Fig. 1: run 1, metal 4
Cells faint in the background.
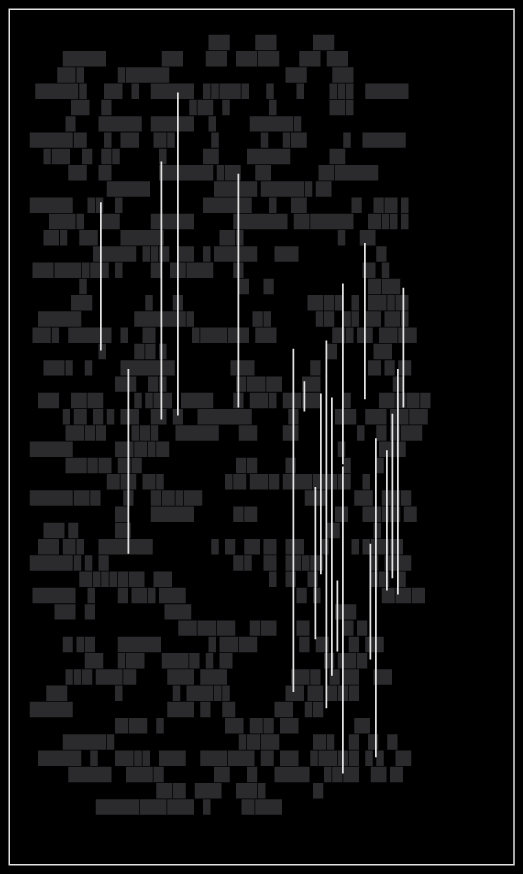
Fig. 2: run 1, routing congestion
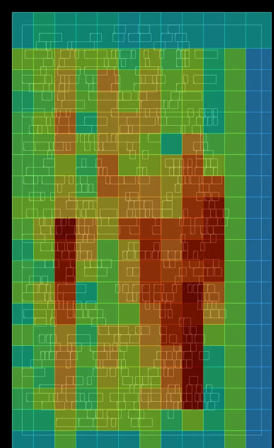
Fig. 3: run 1, the metal 3 layer
Scale bar: 20 µm.
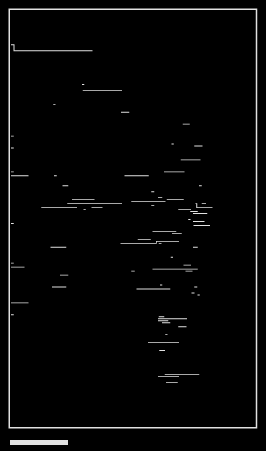
==> config.mk <==
export PLATFORM = sky130hd
export DESIGN_NAME = at_cmd_tx
export DESIGN_NICKNAME = d
export VERILOG_FILES = /design/src/rtl/at_pkg.sv /design/src/rtl/at_cmd_rom.sv /design/src/rtl/at_cmd_tx.sv
export SDC_FILE = /design/constraint.sdc
export NUM_CORES = 1
export LEC_CHECK = 0
export CAP_MARGIN = 20
export CORE_ASPECT_RATIO = 1.75
export CORE_MARGIN = 3
export CORE_UTILIZATION = 30
export CTS_CLUSTER_DIAMETER = 30
export DETAILED_ROUTE_END_ITERATION = 10
export GPL_TIMING_DRIVEN = 0
export PLACE_DENSITY = 0.45
export RECOVER_POWER = 100
export SETUP_SLACK_MARGIN = 0.3
export SYNTH_ARGS = -nofsm -noshare
export SYNTH_HDL_FRONTEND = slang
export SYNTH_SLANG_ARGS = --single-unit
==> constraint.sdc <==
create_clock -name iCLK -period 10.8 [get_ports iCLK]
set_clock_uncertainty 0.1 [all_clocks]
set_input_delay 2.16 -clock iCLK [delete_from_list [all_inputs] [get_ports iCLK]]
set_output_delay 2.16 -clock iCLK [all_outputs]
set_load 0.05 [all_outputs]
==> CHANGELOG.md, run 1 <==
### Changed

- Run status: completed
- Dominant cells by area after synthesis: sky130_fd_sc_hd__dfxtp_1 (22%), sky130_fd_sc_hd__ha_1 (7.8%), sky130_fd_sc_hd__nand2_1 (6.6%), sky130_fd_sc_hd__a21oi_1 (5.9%), sky130_fd_sc_hd__nor2_1 (4.7%)
- H-tree depth reported by CTS: 2
- Synthesized Nets: 478
- Pre-CTS worst setup slack: 4.21 ns
- Number of hold-slack violations in the final timing report: 0
- Slack of the worst reg-to-reg path: 5.38 ns
- ANT nets after route: 0
- Power density over cell area: 185 nW/µm²
- Global-route wire length before repair: 17300 µm
- Number of hold-repair buffers added at the cts stage: 0
- Via count of the first global-routing pass: 3262
- Number of instances in the synthesized netlist: 443
- Worst path required time: 8.54 ns
- Shortest clock period the worst path allows after layout: 6.68 ns
- Worst EP arrival: 4.42 ns
- Total of warnings raised by yosys: 0
- Proportion of layout cells with a drive suffix above 1: 5.72%
- Io pins: 23
- Clock latency on the worst-skew pair: 0.29 ns
- RD Place Congestion: 0.930
- Number of inserted filler cells in the final layout: 1133
- Cell taking the most area after synthesis: sky130_fd_sc_hd__dfxtp_1
- DRC: 0
- Largest buffer count on any clock path: 2
- Multiplexer share of the synthesized area: 1.37%
- Std-Cell Rows: 49
- Pin count of the biggest net entering global routing: 13
- Dominant register cell in the synthesized netlist: sky130_fd_sc_hd__dfxtp_1
- Share of the synthesized netlist area taken by xor and xnor gates: 6.79%
- Yosys top cell by instances: sky130_fd_sc_hd__nand2_1
- Unrepaired setup endpoints after global routing: no
- Setup TNS after final layout: 0 ns
- Final tally of setup violations: 0
- Fraction of registers with async set or reset after synthesis: 0%
- Leakage Power: 1.39 nW
- Net count, final: 506
- Filler-free cell count of the finished design: 599
- Simple logic cell fraction of the synthesized area: 28.4%
- Final design utilization: 35.8%
About Fig. 1:
main direction: vertical
share of all routed wire: 6.6%
longest straight run: 61.2 µm
vias post-DR: 3382
Post-Route WL: 10800 µm

About Fig. 2:
Avg WL per Cell: 18.1 µm
GR met2 Demand/Resource: 32.7%
met1 layer usage reported by global route: 19.3%
Most Used Layer, Global Route: met2
total routing usage reported by global routing: 18.1%

About Fig. 3:
nets with wire on the layer: 40
share of all routed wire: 3.0%
M3 GR Usage: 2.08%

run 1: critical path: stages:
cell                            delay, ns
sky130_fd_sc_hd__dlygate4sd3_1       0.54
sky130_fd_sc_hd__inv_1               0.06
sky130_fd_sc_hd__nor4_1              0.68
sky130_fd_sc_hd__dlygate4sd3_1       0.97
run 1: cell type report:
type                       instances  area, µm²  share of cell area [%]
sequential                        36        721                    19.4
tap                              127        159                    4.28
clock inverter                     3       18.8                   0.506
buffer                            34        151                    4.08
inverter                          17       63.8                    1.72
clock buffer                       5        125                    3.37
timing repair buffer              21        210                    5.66
multi-input combinational        356       2260                    61.0
run 1: kinds of logic (layout without fill, tap and decap cells):
kind of cell | count (synthesis) | count (layout)
multiplexers | 3 | 3
flip-flops | 36 | 36
buffers and inverters | 51 | 80
AND/OR/NAND/NOR | 184 | 184
AND-OR/OR-AND | 125 | 125
adder cells (fa/ha/maj) | 20 | 20
XOR/XNOR | 24 | 24
run 1: layout by cell type (no fill, tap or decap), types with 3 or more instances in the layout:
cell,Yosys,routed
sky130_fd_sc_hd__a2111oi_0,3,4
sky130_fd_sc_hd__a211oi_1,7,7
sky130_fd_sc_hd__a21o_1,5,5
sky130_fd_sc_hd__a21oi_1,38,38
sky130_fd_sc_hd__a221oi_1,4,4
sky130_fd_sc_hd__a31oi_1,10,10
sky130_fd_sc_hd__a32oi_1,3,3
sky130_fd_sc_hd__and2_0,1,3
sky130_fd_sc_hd__and2_1,5,3
sky130_fd_sc_hd__and3_1,3,3
sky130_fd_sc_hd__buf_2,10,7
sky130_fd_sc_hd__buf_4,4,4
sky130_fd_sc_hd__clkbuf_1,18,21
sky130_fd_sc_hd__clkbuf_16,0,5
sky130_fd_sc_hd__clkdlybuf4s50_1,0,12
sky130_fd_sc_hd__dfxtp_1,36,36
sky130_fd_sc_hd__dlygate4sd3_1,0,9
sky130_fd_sc_hd__ha_1,20,20
sky130_fd_sc_hd__inv_1,17,17
sky130_fd_sc_hd__nand2_1,56,56
sky130_fd_sc_hd__nand2b_1,8,8
sky130_fd_sc_hd__nand3_1,19,19
sky130_fd_sc_hd__nand3b_1,13,13
sky130_fd_sc_hd__nand4_1,6,6
sky130_fd_sc_hd__nor2_1,40,40
sky130_fd_sc_hd__nor2b_1,8,8
sky130_fd_sc_hd__nor3_1,8,8
sky130_fd_sc_hd__nor4_1,4,4
sky130_fd_sc_hd__o211ai_1,5,5
sky130_fd_sc_hd__o21ai_0,17,17
sky130_fd_sc_hd__o21bai_1,3,3
sky130_fd_sc_hd__o311ai_0,2,3
sky130_fd_sc_hd__or2_2,4,4
sky130_fd_sc_hd__xnor2_1,13,13
sky130_fd_sc_hd__xor2_1,10,10
run 1: layer usage:
metal / up-vias / share of wire, %
met5: - / 0
met4: 0 / 6.6
met3: 45 / 3.0
met2: 96 / 52
met1: 1586 / 38
li1: 1655 / -
run 1: where the power goes:
group          internal (W)  switching (W)
combinational      0.000135       0.000246
sequential         0.000148      0.0000131
clock             0.0000850      0.0000586
total              0.000368       0.000317
Fig. 4: run 1, metal 1
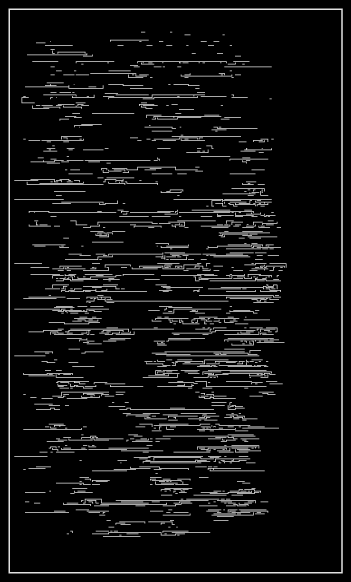

==> run 1 -> run 2 <==
--- a/config.mk
+++ b/config.mk
@@ -12,7 +12,7 @@
 export CTS_CLUSTER_DIAMETER = 30
 export DETAILED_ROUTE_END_ITERATION = 10
 export GPL_TIMING_DRIVEN = 0
-export PLACE_DENSITY = 0.45
+export PLACE_DENSITY = 0.47
 export RECOVER_POWER = 100
 export SETUP_SLACK_MARGIN = 0.3
 export SYNTH_ARGS = -nofsm -noshare
==> constraint.sdc (replaced) <==
create_clock -name iCLK -period 5.78 [get_ports iCLK]
set_clock_uncertainty 0.1 [all_clocks]
set_input_delay 1.156 -clock iCLK [delete_from_list [all_inputs] [get_ports iCLK]]
set_output_delay 1.156 -clock iCLK [all_outputs]
set_load 0.05 [all_outputs]
Fig. 5: run 2, metal 1
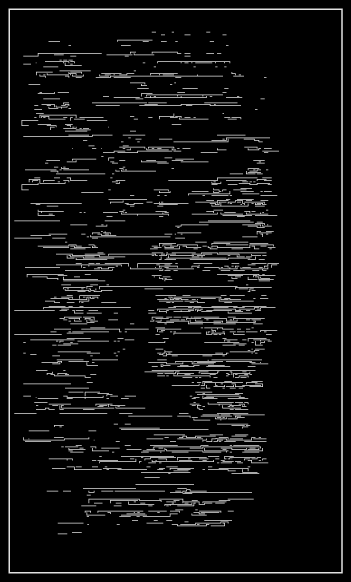
nets with wire on the layer: 471
wire length on this layer: 3900 µm
share of all routed wire: 37%
longest straight run: 35.0 µm
main direction: horizontal
met1 layer usage reported by global route: 18.3%
Post-Route WL: 10400 µm
vias post-DR: 3394

Fig. 6: run 2, the metal 3 layer
Scale bar: 20 µm.
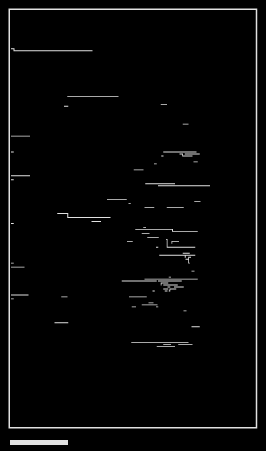
nets with wire on the layer: 44
longest straight run: 26.7 µm
wire length on this layer: 343 µm
main direction: horizontal
share of all routed wire: 3.3%
M3 GR Usage: 2.48%

==> run 2 against run 1 <==
Net effect: synthesized area stayed put; non-clock buffer count is the same; largest power group unchanged; synthesized cell count unchanged; register-to-register slack got worse by 4.4 ns.
==> CHANGELOG.md, run 2 <==
### Changed

- Pre-CTS worst setup slack: 1.08 ns
- Combinational power share: 55.7%
- Number of hold-slack violations in the final timing report: 0
- Via count of the first global-routing pass: 3342
- Io pins: 23
- Largest buffer count on any clock path: 2
- Synthesized Nets: 478
- Number of hold-repair buffers added at the cts stage: 0
- Total of warnings raised by yosys: 0
- Cell taking the most area after synthesis: sky130_fd_sc_hd__dfxtp_1
- Share of power burned in registers: 23.5%
- Proportion of layout cells with a drive suffix above 1: 6.14%
- Worst EP arrival: 4.85 ns
- Most frequently placed logic cell in the final layout: sky130_fd_sc_hd__nand2_1
- Yosys top cell by instances: sky130_fd_sc_hd__nand2_1
- Most instantiated logic cells after routing: sky130_fd_sc_hd__nand2_1 (56), sky130_fd_sc_hd__nor2_1 (40), sky130_fd_sc_hd__a21oi_1 (38)
- Max stage delay cell, worst path: sky130_fd_sc_hd__o221ai_1
- DRC: 0
- ANT nets after route: 0
- Power density over cell area: 344 nW/µm²
- Clock share of power: 20.8%
- Run status: completed
- Number of inserted filler cells in the final layout: 1092
- Dominant register cell in the synthesized netlist: sky130_fd_sc_hd__dfxtp_1
- Unrepaired setup endpoints after global routing: no
- CP cell instances: clkbuf_1 -> clkbuf_1 -> clkbuf_1 -> clkbuf_1 -> ha_1 -> xor2_1 -> ha_1 -> nand4_1 -> o221ai_1 -> o21ai_0 -> o311ai_0 -> a21oi_1 -> a221oi_1 -> o221ai_1 -> o31a_1
- Worst stage delay on the critical path: 0.55 ns
- Fraction of registers with async set or reset after synthesis: 0%
- Most frequent cell on the critical path: sky130_fd_sc_hd__clkbuf_1
- Global-route wire length before repair: 17000 µm
- Switch share: 46.1%
- Net count, final: 506
- Std-Cell Rows: 49
- RD Place Congestion: 0.958
- Leakage Power: 1.40 nW
- Clock latency on the worst-skew pair: 0.29 ns
- H-tree depth reported by CTS: 2
- Number of instances in the synthesized netlist: 443
- Internal portion of total power: 0.000689 W
- Pin count of the biggest net entering global routing: 13
- Dominant cells by area after synthesis: sky130_fd_sc_hd__dfxtp_1 (22%), sky130_fd_sc_hd__ha_1 (7.8%), sky130_fd_sc_hd__nand2_1 (6.6%), sky130_fd_sc_hd__a21oi_1 (5.9%), sky130_fd_sc_hd__nor2_1 (4.7%)
- Worst path required time: 5.86 ns
Fig. 7: run 2, routing congestion
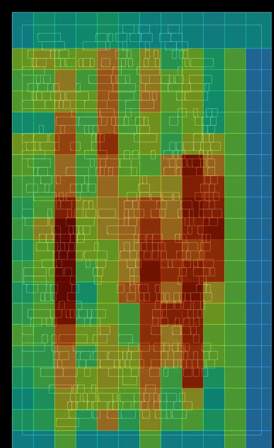
Avg WL per Cell: 17.4 µm
final design utilization: 35.8%
total routing usage reported by global routing: 17.7%
GR met2 Demand/Resource: 32.8%

[run 2: cell counts after synthesis]
No cell type changed its count.
[run 2: kinds of logic after synthesis]
kind of cell,synth area share [%]
fa+ha+maj,7.80
compound gates,26.3
simple gates,28.4
flops,22.5
xor+xnor,6.79
buf+inv,6.83
mux,1.36
[run 2: per-stage QoR]
stage	total power, W	util [%]	cells	hold slack, ns
floorplan	0.000823	-	443	0.328
global placement	0.00102	34.5	591	0.349
detailed placement	0.00101	34.5	591	0.362
CTS	0.00129	35.9	599	0.374
global route	0.00138	35.8	599	0.393
finish	0.00128	35.8	599	0.373
[run 2: layer usage]
| layer | vias up | wire (µm) | track usage, % |
|---|---|---|---|
| met1 | 1592 | 3900 | 18.3 |
| met5 | - | 0 | 0 |
| met2 | 101 | 5610 | 32.8 |
| li1 | 1665 | - | - |
| met3 | 36 | 343 | 2.48 |
| met4 | 0 | 558 | 11.9 |
[run 2: final cells by class]
class / count / area (µm²) / area share [%]
buffer: 34 / 154 / 4.14
clock buffer: 5 / 125 / 3.37
inverter: 17 / 63.8 / 1.72
clock inverter: 3 / 18.8 / 0.505
multi-input combinational: 356 / 2260 / 60.9
sequential: 36 / 721 / 19.4
tap: 127 / 159 / 4.28
timing repair buffer: 21 / 210 / 5.66
[run 2: critical path: cells and delay by family, from the launching register on]
family / cells / cell delay (ns)
xor gates and xnor gates: 1 / 0.10
buffers and inverters: 4 / 1.42
AOI/OAI and AO/OA: 7 / 1.95
adders and majority gates: 2 / 0.60
and+or+nand+nor: 1 / 0.17
DFF: 1 / 0.30
[run 2: power by group through the flow]
stage	logic, W	registers, W	clock network [W]
after global routing	0.000788	0.000304	0.000283
after global placement	0.000711	0.000307	0
after CTS	0.000713	0.000301	0.000274
final	0.000712	0.000300	0.000266
after detailed placement	0.000708	0.000306	0
after floorplan	0.000485	0.000337	0
Power is estimated from default activity; no workload was simulated.
